### config.mk
export PLATFORM = sky130hd
export DESIGN_NAME = ss_scroll_ctrl
export DESIGN_NICKNAME = d
export VERILOG_FILES = /design/src/rtl/ss_scroll_ctrl.sv
export SDC_FILE = /design/constraint.sdc
export NUM_CORES = 1
export LEC_CHECK = 0
export CAP_MARGIN = 10
export CORE_MARGIN = 2
export CORE_UTILIZATION = 25
export DETAILED_ROUTE_END_ITERATION = 8
export GPL_ROUTABILITY_DRIVEN = 1
export PLACE_DENSITY = 0.49
export SLEW_MARGIN = 10
export SYNTH_ARGS = -nofsm -noshare
export SYNTH_HDL_FRONTEND = slang
export SYNTH_SLANG_ARGS = --single-unit
### constraint.sdc
create_clock -name i_clk -period 3.75 [get_ports i_clk]
set_input_delay 0.375 -clock i_clk [delete_from_list [all_inputs] [get_ports i_clk]]
set_output_delay 0.375 -clock i_clk [all_outputs]
set_load 0.03 [all_outputs]
### src/rtl/ss_scroll_ctrl.sv
// Scroll controller for a 4-digit multiplexed seven-segment display: buffers an ASCII
// message, scans the digits one slot at a time and rotates the message left every few frames.
module ss_scroll_ctrl #(
    parameter int CLK_DIV       = 100,
    parameter int SCROLL_FRAMES = 64,
    parameter int MSG_LEN       = 16
) (
    input  logic       i_clk,
    input  logic       i_rst,
    input  logic       i_wr_valid,
    input  logic [6:0] i_wr_char,
    input  logic       i_wr_last,
    output logic       o_wr_ready,
    input  logic       i_clr,
    output logic       o_busy,
    output logic [3:0] o_dig,
    output logic [6:0] o_char_out,
    output logic [1:0] o_state
);

    localparam int PW = $clog2(MSG_LEN);
    localparam int LW = $clog2(MSG_LEN + 1);
    localparam int CW = $clog2(CLK_DIV);
    localparam int FW = $clog2(SCROLL_FRAMES + 1);

    typedef enum logic [1:0] {
        S_IDLE  = 2'd0,
        S_START = 2'd1,
        S_SHOW  = 2'd2
    } state_t;

    // Write port: a character moves when i_wr_valid and o_wr_ready are both high on a
    // rising clock edge; the writer holds i_wr_valid and i_wr_char/i_wr_last until then.
    state_t          r_state;
    logic [6:0]      r_mem [MSG_LEN];
    logic [PW-1:0]   r_wr_ptr;
    logic [LW-1:0]   r_len;
    logic [PW-1:0]   r_offset;
    logic [PW-1:0]   r_idx;
    logic [1:0]      r_pos;
    logic [CW-1:0]   r_presc;
    logic [FW-1:0]   r_frame;
    logic [3:0]      r_dig;
    logic [6:0]      r_char;
    logic            r_busy;
    logic            r_wr_ready;

    logic            w_accept;
    logic            w_final;
    logic            w_tick;
    logic [1:0]      w_pos_next;
    logic            w_frame_end;
    logic [FW-1:0]   w_frame_inc;
    logic            w_scroll;
    logic [PW-1:0]   w_offset_inc;
    logic [PW-1:0]   w_offset_next;
    logic [PW-1:0]   w_idx_src;
    logic [PW-1:0]   w_idx_inc;

    assign w_accept    = (r_state == S_IDLE) & r_wr_ready & i_wr_valid & ~i_clr;
    assign w_final     = i_wr_last | (r_wr_ptr == PW'(MSG_LEN - 1));
    assign w_tick      = (r_presc == CW'(CLK_DIV - 1));
    assign w_pos_next  = r_pos + 2'd1;
    assign w_frame_end = w_tick & (r_pos == 2'd3);
    assign w_frame_inc = r_frame + FW'(1);
    assign w_scroll    = w_frame_end & (w_frame_inc == FW'(SCROLL_FRAMES));

    // Wrapping increments compare against len instead of dividing.
    assign w_offset_inc  = ((LW'(r_offset) + LW'(1)) == r_len) ? '0 : r_offset + PW'(1);
    assign w_offset_next = w_scroll ? w_offset_inc : r_offset;

    // r_idx is pre-advanced: it already names the character for the next slot.
    assign w_idx_src = w_frame_end ? w_offset_next : r_idx;
    assign w_idx_inc = ((LW'(w_idx_src) + LW'(1)) == r_len) ? '0 : w_idx_src + PW'(1);

    always_ff @(posedge i_clk) begin
        if (w_accept) begin
            r_mem[r_wr_ptr] <= i_wr_char;
        end
    end

    always_ff @(posedge i_clk or posedge i_rst) begin
        if (i_rst) begin
            r_state    <= S_IDLE;
            r_wr_ptr   <= '0;
            r_len      <= '0;
            r_offset   <= '0;
            r_idx      <= '0;
            r_pos      <= '0;
            r_presc    <= '0;
            r_frame    <= '0;
            r_dig      <= 4'b0000;
            r_char     <= 7'h20;
            r_busy     <= 1'b0;
            r_wr_ready <= 1'b0;
        end else if (i_clr) begin
            r_state    <= S_IDLE;
            r_wr_ptr   <= '0;
            r_dig      <= 4'b0000;
            r_char     <= 7'h20;
            r_busy     <= 1'b0;
            r_wr_ready <= 1'b1;
        end else begin
            case (r_state)
                S_IDLE: begin
                    r_wr_ready <= 1'b1;
                    r_dig      <= 4'b0000;
                    r_char     <= 7'h20;
                    if (w_accept) begin
                        r_wr_ptr <= r_wr_ptr + PW'(1);
                        if (w_final) begin
                            r_len      <= LW'(r_wr_ptr) + LW'(1);
                            r_wr_ptr   <= '0;
                            r_state    <= S_START;
                            r_busy     <= 1'b1;
                            r_wr_ready <= 1'b0;
                        end
                    end
                end
                S_START: begin
                    r_wr_ready <= 1'b0;
                    r_busy     <= 1'b1;
                    r_offset   <= '0;
                    r_presc    <= '0;
                    r_pos      <= '0;
                    r_frame    <= '0;
                    r_dig      <= 4'b1000;
                    r_char     <= r_mem[0];
                    r_idx      <= (r_len == LW'(1)) ? '0 : PW'(1);
                    r_state    <= S_SHOW;
                end
                S_SHOW: begin
                    r_wr_ready <= 1'b0;
                    r_busy     <= 1'b1;
                    r_presc    <= w_tick ? '0 : r_presc + CW'(1);
                    if (w_tick) begin
                        r_pos  <= w_pos_next;
                        r_dig  <= 4'b1000 >> w_pos_next;
                        r_char <= r_mem[w_idx_src];
                        r_idx  <= w_idx_inc;
                        if (w_frame_end) begin
                            r_frame  <= w_scroll ? '0 : w_frame_inc;
                            r_offset <= w_offset_next;
                        end
                    end
                end
                default: begin
                    r_state <= S_IDLE;
                end
            endcase
        end
    end

    assign o_wr_ready = r_wr_ready;
    assign o_busy     = r_busy;
    assign o_dig      = r_dig;
    assign o_char_out = r_char;
    assign o_state    = r_state;

endmodule

Figure 1. Sequential cells grouped by signal name.
Scale bar: 50 um. Other sequential cells in the stronger grey, the rest of the logic in the fainter grey.
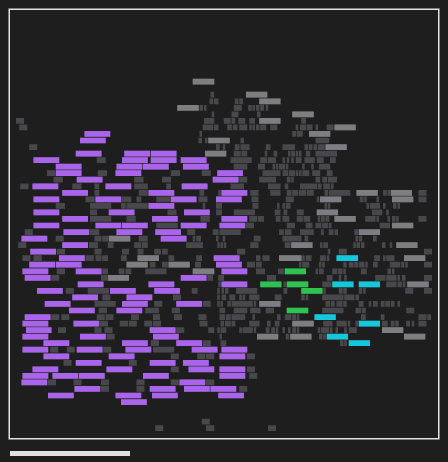
[r_mem] purple | flops: 112
[r_len] green | flops: 5
[r_presc] cyan | flops: 7 | where: lower right

Figure 2. Logic cells by family.
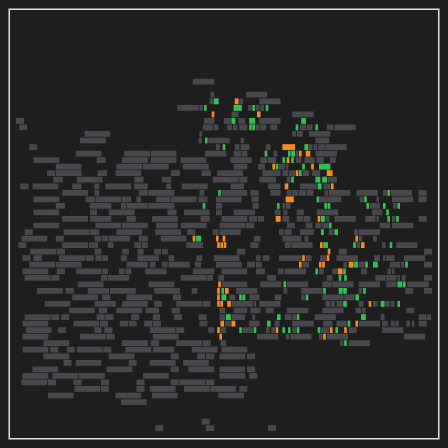
[nand cells] green | cells: 88 | most used: nand2_1
[nor cells] orange | cells: 50 | most used: nor2_1

Figure 3. Congestion heat map.
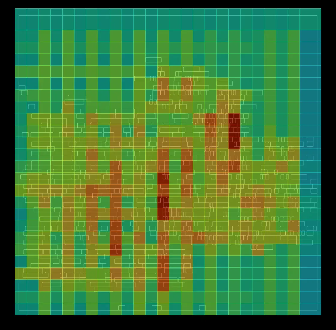
grt met1 use: 15.6%
Post-Route Utilization: 30.2%
M3 GR Usage: 2.49%
GRT Util Overall: 11.2%
gr busiest metal: met2

==> Slide: Implementation Results <==
Flow Results at a Glance

Yosys
  • Post-synth ARST share: a little under a third
  • Synthesized instance count: between 500 and 600
  • Top_reg_cell synth: edfxtp_1
  • Synth Cell Area: roughly 7600 sq um
  • Post-synth regs: 160
  • Mux cell area share after synthesis: between 10% and 20%

STA
  • Slew @ Worst Pin: about 0.90 ns
  • Setup WS post-layout: approximately 0.27 ns
  • FMAX: 287 MHz
  • Fin. Hold Viols: 0

CTS
  • CTS tree: done
  • Clock latency on the worst-skew pair: approximately 0.44 ns
  • Post_cts resized: 0

Power and ir drop
  • Logic power comb: roughly 1.0 mW
  • Part of the power in combinational logic: around a fifth
  • Cell internal pwr: between 3 and 4 mW
  • Peak VDD IR: roughly 0.34 mV

Die
  • I/O Pins: 27
  • Die W: ~180 um
  • Die area: 31700 sq um

Route
  • First-pass DRT Iterations: 4
  • Number of remaining DRC errors: 0
  • WL final: approximately 17000 um

Layout
  • # clk buffers: 17
  • Post-route design area: 8980 sq um
  • Antenna Cells: 0
  • Logic area: ~2800 sq um

Job
  • OpenROAD warnings: 36

Outcome
  • Outcome: finished clean

Worst setup path
  • Crit path capture type: register
  • Crit path to: r_idx[0]
  • Delay-heaviest family, CP: simple AND/OR/NAND/NOR gates

GRT
  • First-pass GRT wire length: 26800 um
  • Largest net degree at the start of global routing: around 58
  • Initial antenna violation count: 0

Place
  • Placer Congestion: just under 0.8
Figure 4. Signal wires by layer.
Scale bar: 50 um. Two of the layers only.
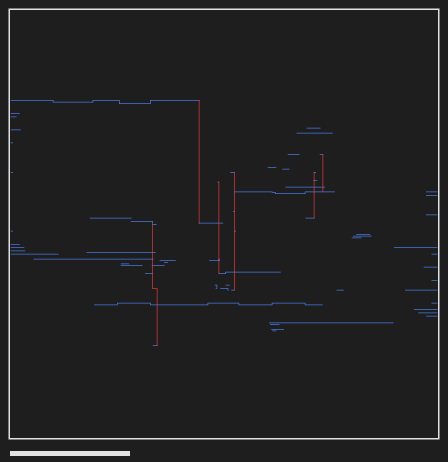
[M4] red | wire length: 225 um
[M3] blue | wire length: 671 um

Figure 5. Cell classes on the final placement.
Scale bar: 50 um.
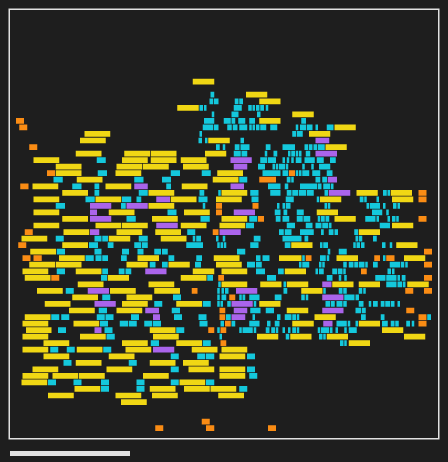
[clock drivers and dummy loads] purple | cells: 32 | share of their area: 7.4%
[remaining buffers and delay cells] orange | cells: 45 | share of their area: 4.9%
[remaining logic cells] cyan | cells: 407 | share of their area: 34%
[registers] yellow | cells: 160 | share of their area: 54%

-- synthesized netlist by cell type (9+ instances only) --
cell,instances
o31ai_1,15
nand2b_1,9
xnor2_1,9
nand2_1,60
mux2i_1,61
nand3_1,14
a21oi_1,10
edfxtp_1,112
mux2_2,17
o21ai_0,38
clkbuf_1,13
ha_1,17
inv_1,12
nor2_1,35
dfrtp_1,47
-- flip-flops by register name, summed over array words and instances (netlist names) --
register / flops
o_busy: 1
o_char_out: 7
o_dig: 4
o_state: 2
o_wr_ready: 1
r_frame: 7
r_idx: 4
r_len: 5
r_mem: 112
r_offset: 4
r_pos: 2
r_presc: 7
r_wr_ptr: 4
-- routing by layer --
layer	part of all wire, %	GRT usage, %
met2	46	17.5
met5	0	0
met4	1.3	3.24
met3	4.0	2.49
met1	49	15.6
Power figures rest on the tool's default switching activity, not on a simulated workload.
